**src/rtl/timer.sv**
```systemverilog
// Serial-programmed interval timer: hunts for 1101 on `in`, shifts in a 4-bit delay,
// counts (delay+1) units of CYCLES_PER_UNIT clocks, then holds done until ack.
//
//   state | meaning
//   S0    | search, no pattern prefix seen
//   S1    | search, "1" seen
//   S11   | search, "11" seen
//   S110  | search, "110" seen
//   SHIFT | capturing 4 delay bits, MSB first
//   COUNT | interval running, count shows remaining units
//   DONE  | interval expired, waiting for ack
module timer #(
  parameter int CYCLES_PER_UNIT = 50
) (
  input  logic       clk,
  input  logic       reset,
  input  logic       in,
  output logic [3:0] count,
  output logic       counting,
  output logic       done,
  input  logic       ack
);

  localparam int UW = (CYCLES_PER_UNIT > 1) ? $clog2(CYCLES_PER_UNIT) : 1;
  localparam logic [UW-1:0] UNIT_LAST = UW'(CYCLES_PER_UNIT - 1);

  typedef enum logic [2:0] {
    S0    = 3'd0,
    S1    = 3'd1,
    S11   = 3'd2,
    S110  = 3'd3,
    SHIFT = 3'd4,
    COUNT = 3'd5,
    DONE  = 3'd6
  } state_t;

  state_t        state, state_nxt;
  logic [3:0]    delay, delay_nxt;
  logic [3:0]    digit, digit_nxt;
  logic [1:0]    nbits, nbits_nxt;
  logic [UW-1:0] unit, unit_nxt;

  always_ff @(posedge clk) begin
    if (reset) begin
      state <= S0;
      delay <= 4'd0;
      digit <= 4'd0;
      nbits <= 2'd0;
      unit  <= '0;
    end else begin
      state <= state_nxt;
      delay <= delay_nxt;
      digit <= digit_nxt;
      nbits <= nbits_nxt;
      unit  <= unit_nxt;
    end
  end

  always_comb begin
    state_nxt = state;
    delay_nxt = delay;
    digit_nxt = digit;
    nbits_nxt = nbits;
    unit_nxt  = unit;
    case (state)
      S0:   if (in) state_nxt = S1;
      S1:   state_nxt = in ? S11 : S0;
      S11:  if (!in) state_nxt = S110;
      S110: begin
        if (in) begin
          state_nxt = SHIFT;
          nbits_nxt = 2'd0;
        end else begin
          state_nxt = S0;
        end
      end
      SHIFT: begin
        delay_nxt = {delay[2:0], in};
        nbits_nxt = nbits + 2'd1;
        if (nbits == 2'd3) begin
          // Load the digit straight from the completed shift so count is valid on entry.
          state_nxt = COUNT;
          digit_nxt = {delay[2:0], in};
          unit_nxt  = '0;
        end
      end
      COUNT: begin
        if (unit == UNIT_LAST) begin
          unit_nxt = '0;
          if (digit == 4'd0) state_nxt = DONE;
          else               digit_nxt = digit - 4'd1;
        end else begin
          unit_nxt = unit + UW'(1);
        end
      end
      DONE: if (ack) state_nxt = S0;
      default: state_nxt = S0;
    endcase
  end

  assign counting = (state == COUNT);
  assign done     = (state == DONE);
  assign count    = counting ? digit : 4'd0;

endmodule

```
**config.mk**
```make
export PLATFORM = sky130hd
export DESIGN_NAME = timer
export DESIGN_NICKNAME = d
export VERILOG_FILES = /design/src/rtl/timer.sv
export SDC_FILE = /design/constraint.sdc
export NUM_CORES = 1
export LEC_CHECK = 0
export CAP_MARGIN = 20
export CORE_MARGIN = 4
export CORE_UTILIZATION = 50
export DETAILED_ROUTE_END_ITERATION = 8
export PLACE_DENSITY_LB_ADDON = 0.08
export SYNTH_ARGS = -nofsm -noshare
export SYNTH_HDL_FRONTEND = slang
export SYNTH_SLANG_ARGS = --single-unit
```
**constraint.sdc**
```tcl
create_clock -name clk -period 2.3 [get_ports clk]
set_input_delay 0.46 -clock clk [delete_from_list [all_inputs] [get_ports clk]]
set_output_delay 0.46 -clock clk [all_outputs]
set_load 0.05 [all_outputs]
```
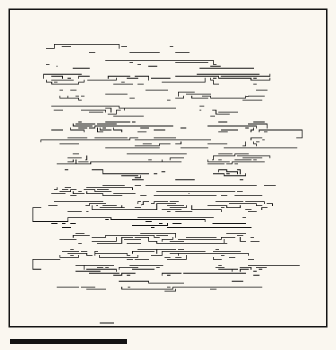
(images/m1.png)
Bar = 20 microns.
share of all routed wire = 45%
longest straight run = 18.9 microns
nets with wire on the layer = 133

==> flow_metrics.env <==
# yosys + openroad results
export IMPL_common_cells="dfxtp_1, nand2_1, o21ai_0"
export IMPL_grt_pass1_vias=931
export IMPL_insertion_delay_ns=0.29
export IMPL_h_tree_depth=1
export IMPL_drv_cap=0
export IMPL_log_warning_count=27
export IMPL_drive_gt1_frac=0.113
export IMPL_top_cells_by_area="dfxtp_1, o21ai_0, ha_1"
export IMPL_min_period_ns=2.11
export IMPL_fmax_mhz=474
export IMPL_rows=16
export IMPL_root_buffer="clkbuf_4"
export IMPL_synthToLayoutAreaGrowth_pct=15.1
export IMPL_antenna_found_initial=0
export IMPL_skew_ns=0.00357
export IMPL_relSlewSlack=0.549
export IMPL_core_area_sq_um=1980
export IMPL_critPathLaunchType="flop"
export IMPL_fin_crit_sh=0.918
export IMPL_combPwrFrac=0.068
export IMPL_dp_hpwl_mm=1.79
export IMPL_io_buffer_count=9
export IMPL_tightestPinTransition_ns=0.675
export IMPL_synth_seq_share=0.341
export IMPL_synth_top_cell_by_area="dfxtp_1"
export IMPL_synth_edff_count=0
export IMPL_pwr_share_clk=0.308
export IMPL_cp_max_fo=9
export IMPL_grt_overflow_total=0
export IMPL_ioPinCount=10
export IMPL_status="finished clean"
export IMPL_finalMaxSlewViolations=0
export IMPL_cts_hold_buf=0
export IMPL_rsz0062_at_grt="false"
export IMPL_track_usage=0.205
export IMPL_ys_cells=128
export IMPL_gp_congestion=0.835
export IMPL_vias_per_cell=5.99
export IMPL_cts_tree="yes"
export IMPL_p_seq_frac=0.624
export IMPL_dieArea_sq_um=2910
export IMPL_die_y_microns=54.0
export IMPL_cts_resized=0
export IMPL_end_kind="primary output"
export IMPL_ys_types=38
export IMPL_p_sw_frac=0.241
export IMPL_ys_async_sr_fraction=0
export IMPL_yosysMostFrequentCell="dfxtp_1"
export IMPL_cp_required_ns=1.84
export IMPL_cts_setup_buffers=0
export IMPL_grt_pass1_wl_mm=4.29
export IMPL_grt_max_degree=19
export IMPL_tns_ns=0
export IMPL_nFillCells=179
export IMPL_syn_nets=136
export IMPL_insertedDiodeCount=0
export IMPL_drt_pass1_iter_count=5
export IMPL_yosys_warnings=0
export IMPL_totalWireLength_mm=2.46
export IMPL_finalHoldViolations=0
export IMPL_netlist_area_sq_um=1060
export IMPL_top_cell_area_share=0.341
export IMPL_drc=0
export IMPL_wire_per_inst_microns=15.4
export IMPL_drt_initial_drc_count=22
export IMPL_ys_ff=18
export IMPL_final_util=0.614
export IMPL_r2r_slack_ns=0.49
export IMPL_worstPathArrival_ns=1.65
export IMPL_p_int_w=0.000390
export IMPL_cts_sinks=18
export IMPL_cts_buffers=3
export IMPL_fp_util=0.533
export IMPL_die_width_microns=54.0
export IMPL_p_switching_w=0.000124
export IMPL_ys_chip_area_sq_um=1060
export IMPL_peakVddDrop_v=0.000387
export IMPL_path_class="flop to primary output"
export IMPL_power_density_nw_per_um2=422
export IMPL_drtAntennaViolNets=0
export IMPL_nets=143
export IMPL_setup_viol=0
export IMPL_power_leakage_nw=0.396
export IMPL_vias=959
export IMPL_postSynthCellCount=128
export IMPL_flop_cell="dfxtp_1"
export IMPL_avgSynthCellArea_sq_um=8.26
export IMPL_clkSlewWorstSetupHoldPaths_ns=0.10
export IMPL_ctsLongestPathBuffers=2
export IMPL_min_path_type="flop to flop"
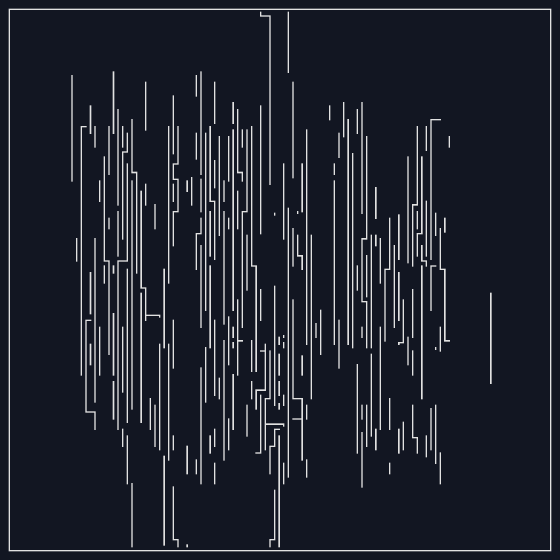
(images/m2.png)
wire length on this layer = 1250 microns
share of all routed wire = 51%
main direction = vertical
nets with wire on the layer = 113

-- final timing paths --
kind	startpoint	end	cells after the start
worst max-delay path	state[0]	count[1]	3
worst min-delay path	delay[0]	delay[1]	2
worst max register to register	digit[0]	digit[0]	6
worst min register to register	delay[0]	delay[1]	2
-- power groups by stage --
stage | clock network (W) | logic [W] | registers (W)
global placement | 0 | 0.0000341 | 0.000327
finish | 0.000158 | 0.0000351 | 0.000320
floorplan | 0 | 0.0000284 | 0.000322
CTS | 0.000165 | 0.0000351 | 0.000320
global route | 0.000181 | 0.0000392 | 0.000321
detailed placement | 0 | 0.0000349 | 0.000327
-- placed cells by master, fill, tap and decap left out, drive strengths merged, types with 2 or more instances in the layout --
master,n
nor3,4
a21oi,9
inv,4
dfxtp,18
or3,4
nor2b,4
a211oi,2
nand3,5
mux2i,3
nand2b,4
a31oi,2
buf,8
nand2,11
nor2,9
and3,2
clkbuf,3
a311oi,4
and2,2
a41oi,4
o21ai,11
clkdlybuf4s50,3
ha,4
-- cell families (layout without fill, tap and decap cells) --
kind of cell    after synthesis  count (layout)  share of synthesized area
simple gates                 51              51                      0.259
mux                           3               3                     0.0284
fa+ha+maj                     4               4                     0.0473
flops                        18              18                      0.341
buf+inv                      14              19                     0.0639
compound gates               38              38                      0.260
-- state kept, by name, indices dropped and copies added (netlist names) --
signal,count
digit,4
delay,3
nbits,2
unit,6
state,3
-- stage by stage --
stage	std cells	area, sq um	hold WS, ns	setup WS [ns]	power [W]
floorplan	128	1060	0.438	0.0132	0.000351
global placement	157	1190	0.457	0.513	0.000361
detailed placement	157	1190	0.473	0.435	0.000362
CTS	160	1220	0.488	0.174	0.000520
global route	160	1220	0.527	0.0365	0.000541
finish	160	1220	0.485	0.190	0.000513
-- layer usage --
| layer | vias up | share of wire | global-route usage |
|---|---|---|---|
| li1 | 478 | - | - |
| met1 | 459 | 0.45 | 0.250 |
| met2 | 16 | 0.51 | 0.359 |
| met3 | 6 | 0.028 | 0.0332 |
| met4 | 0 | 0.011 | 0.0747 |
| met5 | - | 0 | 0 |
-- area by class of cell --
type / instances / area [sq um] / area share
Tap cell: 27 / 33.8 / 0.0277
Timing Repair Buffer: 11 / 153 / 0.125
Inverter: 5 / 18.8 / 0.0154
Multi-Input combinational cell: 96 / 629 / 0.517
Sequential cell: 18 / 360 / 0.296
Clock buffer: 3 / 22.5 / 0.0185
-- worst max-delay path: stages (launching register included) --
cell	delay [ns]
dfxtp_1	0.48
clkinv_1	0.29
nor3_1	0.40
buf_12	0.19
Power and IR drop assume default switching activity.
